===== src/rtl/sd_sector_loader.sv =====
// Multi-sector SD read sequencer. It issues one read per sector and streams each
// 512-byte payload into byte-wide memory, with a per-sector timeout and retry.
module sd_sector_loader #(
    parameter int MEM_AW         = 17,
    parameter int BYTE_ADDRESSED = 1,
    parameter int TIMEOUT        = 2000000,
    parameter int MAX_RETRY      = 3
) (
    input  logic              clock,
    input  logic              reset,
    input  logic              start,
    input  logic [31:0]       start_sector,
    input  logic [15:0]       sector_count,
    input  logic [MEM_AW-1:0] mem_base,
    output logic              busy,
    output logic              done,
    output logic              error,
    input  logic              sd_idle,
    input  logic              sd_byte_valid,
    input  logic [7:0]        sd_byte,
    output logic              sd_begin_read,
    output logic [31:0]       sd_addr,
    output logic              mem_we,
    output logic [MEM_AW-1:0] mem_addr,
    output logic [7:0]        mem_wdata
);
    localparam int TW = $clog2(TIMEOUT + 1);
    localparam int RW = (MAX_RETRY > 0) ? $clog2(MAX_RETRY + 1) : 1;
    localparam logic [9:0] LAST_BYTE = 10'd511;

    typedef enum logic [2:0] {
        S_IDLE, S_ISSUE, S_DATA, S_NEXT, S_DONE, S_ERROR
    } state_t;

    state_t            state;
    logic [31:0]       sector;
    logic [15:0]       remaining;
    logic [MEM_AW-1:0] base;
    logic [RW-1:0]     retry_left;
    logic [9:0]        byte_cnt;
    logic [TW-1:0]     tmo_cnt;
    logic              card_busy_seen;

    logic [31:0] sd_addr_next;
    logic        tmo_hit;
    logic        last_byte;
    logic        attempt_fail;

    assign sd_addr_next = (BYTE_ADDRESSED != 0) ? {sector[22:0], 9'b0} : sector;
    assign tmo_hit      = (tmo_cnt == TW'(TIMEOUT - 1));
    assign last_byte    = sd_byte_valid && (byte_cnt == LAST_BYTE);

    // sd_idle is only a short-sector indication once the card has gone busy
    // for this attempt; right after the request it may still read idle.
    always_comb begin
        attempt_fail = 1'b0;
        case (state)
            S_ISSUE: attempt_fail = !sd_idle && tmo_hit;
            S_DATA:  attempt_fail = !last_byte &&
                                    (tmo_hit || (card_busy_seen && sd_idle && !sd_byte_valid));
            default: attempt_fail = 1'b0;
        endcase
    end

    always_ff @(posedge clock) begin
        if (reset) begin
            state          <= S_IDLE;
            busy           <= 1'b0;
            done           <= 1'b0;
            error          <= 1'b0;
            sd_begin_read  <= 1'b0;
            sd_addr        <= '0;
            mem_we         <= 1'b0;
            mem_addr       <= '0;
            mem_wdata      <= '0;
            sector         <= '0;
            remaining      <= '0;
            base           <= '0;
            retry_left     <= '0;
            byte_cnt       <= '0;
            tmo_cnt        <= '0;
            card_busy_seen <= 1'b0;
        end else begin
            // NOTE: pulses default low with non-blocking assignments; a later
            // assignment in this block wins, so each branch only raises what it needs.
            done          <= 1'b0;
            sd_begin_read <= 1'b0;
            mem_we        <= 1'b0;

            case (state)
                S_IDLE, S_ERROR: begin
                    if (start) begin
                        sector     <= start_sector;
                        remaining  <= sector_count;
                        base       <= mem_base;
                        retry_left <= RW'(MAX_RETRY);
                        tmo_cnt    <= '0;
                        error      <= 1'b0;
                        if (sector_count == 16'd0) begin
                            done  <= 1'b1;
                            state <= S_IDLE;
                        end else begin
                            busy  <= 1'b1;
                            state <= S_ISSUE;
                        end
                    end
                end

                S_ISSUE: begin
                    if (sd_idle) begin
                        sd_begin_read  <= 1'b1;
                        sd_addr        <= sd_addr_next;
                        byte_cnt       <= '0;
                        tmo_cnt        <= '0;
                        mem_addr       <= base;
                        card_busy_seen <= 1'b0;
                        state          <= S_DATA;
                    end else begin
                        tmo_cnt <= tmo_cnt + TW'(1);
                    end
                end

                S_DATA: begin
                    tmo_cnt <= tmo_cnt + TW'(1);
                    if (!sd_idle) card_busy_seen <= 1'b1;
                    if (sd_byte_valid) begin
                        mem_we    <= 1'b1;
                        mem_wdata <= sd_byte;
                        mem_addr  <= base + MEM_AW'(byte_cnt);
                        byte_cnt  <= byte_cnt + 10'd1;
                        if (last_byte) state <= S_NEXT;
                    end
                end

                S_NEXT: begin
                    if (sd_idle) begin
                        sector    <= sector + 32'd1;
                        remaining <= remaining - 16'd1;
                        if (remaining == 16'd1) begin
                            state <= S_DONE;
                        end else begin
                            base       <= base + MEM_AW'(512);
                            retry_left <= RW'(MAX_RETRY);
                            tmo_cnt    <= '0;
                            state      <= S_ISSUE;
                        end
                    end
                end

                S_DONE: begin
                    done  <= 1'b1;
                    busy  <= 1'b0;
                    state <= S_IDLE;
                end

                default: state <= S_IDLE;
            endcase

            // A failed attempt rewrites the same sector from its base.
            if (attempt_fail) begin
                tmo_cnt <= '0;
                if (retry_left != '0) begin
                    retry_left <= retry_left - RW'(1);
                    state      <= S_ISSUE;
                end else begin
                    error <= 1'b1;
                    busy  <= 1'b0;
                    state <= S_ERROR;
                end
            end
        end
    end
endmodule


===== config.mk =====
export PLATFORM = sky130hd
export DESIGN_NAME = sd_sector_loader
export DESIGN_NICKNAME = d
export VERILOG_FILES = /design/src/rtl/sd_sector_loader.sv
export SDC_FILE = /design/constraint.sdc
export NUM_CORES = 1
export LEC_CHECK = 0
export ABC_AREA = 1
export CORE_MARGIN = 2
export CORE_UTILIZATION = 58
export DETAILED_ROUTE_END_ITERATION = 8
export PLACE_DENSITY_LB_ADDON = 0.08
export SLEW_MARGIN = 20
export SYNTH_ARGS = -nofsm -noshare
export SYNTH_HDL_FRONTEND = slang
export SYNTH_SLANG_ARGS = --single-unit

===== constraint.sdc =====
create_clock -name clock -period 4.9 [get_ports clock]
set_clock_uncertainty 0.05 [all_clocks]
set_input_delay 0.735 -clock clock [delete_from_list [all_inputs] [get_ports clock]]
set_output_delay 0.735 -clock clock [all_outputs]
set_load 0.02 [all_outputs]

Fig. 1: routed metal, one colour a layer
Drawn at 3 px/um. Two of the layers only.
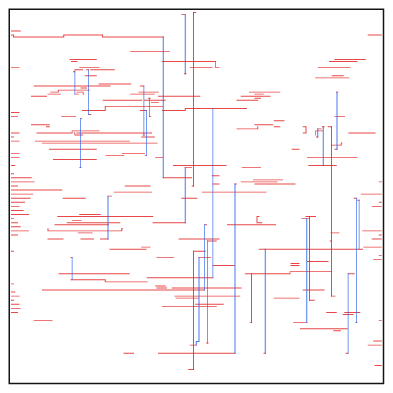
- metal 4: blue (wire length 768 um)
- metal 3: red (wire length 1520 um)
WL per Instance: 14.9 um
routed vias: 8883
Total Routing Usage GR: 0.298
final wirelength: 23400 um

==> out/metrics.csv <==
stage,metric,value,unit
outcome,status,"complete, no violations",
setup_path,slowest_delay,500,ps
cts,cts_setup_buffers,0,
layout,final_util,0.723,
power,ir_drop,0.346,mV
floorplanning,die_h,124,um
global_route,met2_usage,0.482,
layout,flop_area,0.00292,mm2
layout,buffer_area_frac,0.123,
place,placed_cells,1538,
power,pwr-share-clk,0.241,
run,warning_count,36,
power,seqPwrFrac,0.344,
global_route,grt_util_met1,0.390,
timing,slew-limit-headroom,0.552,
layout,final_nets,1472,
floorplanning,num_io_pins,140,
setup_path,required,5150,ps
setup_path,rr_endpoint,tmo_cnt[12],
setup_path,cp-end-kind,flop,
power,power.group.top,combinational cells,
power,p_clk,1.26,mW
synth,yosys.area.top_type,dfxtp_1,
hold_path,holdCritStartpoint,remaining[14],
cts,clk_path_buf_depth,2,
power,pwr-share-comb,0.415,
layout,diodes,0,
timing,maxSlewViolCount,0,
layout,design_area,0.0101,mm2
layout,drive_above_1_share,0.0598,
timing,period_used_share,0.628,
synth,ys_cells,1286,
routing,drt_iter0_drc,802,
timing,fin_hold_ws,421,ps
timing,min_period,3080,ps
global_route,grt_pass1_vias,8073,
layout,largest_cell_class,combinational gates,
floorplanning,fp_util,0.600,
hold_path,holdPathStages,2,
place,dpl_cell_area,0.00956,mm2
global_route,grt_max_degree,58,
timing,final.setup.tns,0,ps
setup_path,path_class,flop to flop,
setup_path,crit_chain,"nor2_2, nand2_2, buf_4, inv_2, buf_4, nand2_2, nand2_2, nor2_2, nand2_2, inv_2, nand3_1, nand2_2, nor2_1",
layout,area_growth,20.6,%
place,pre_cts_slack,1700,ps
run,max_cap_violations,0,
synth,xor_area_frac,0.0188,
Fig. 2: cell placement
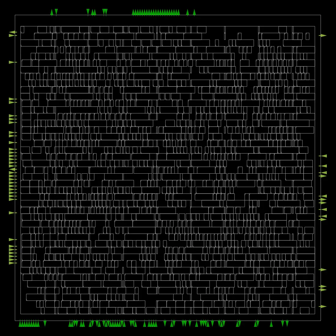
Seq cells: 146
core area: 0.0140 mm2
row count: 43

Power is estimated from default activity; no workload was simulated.
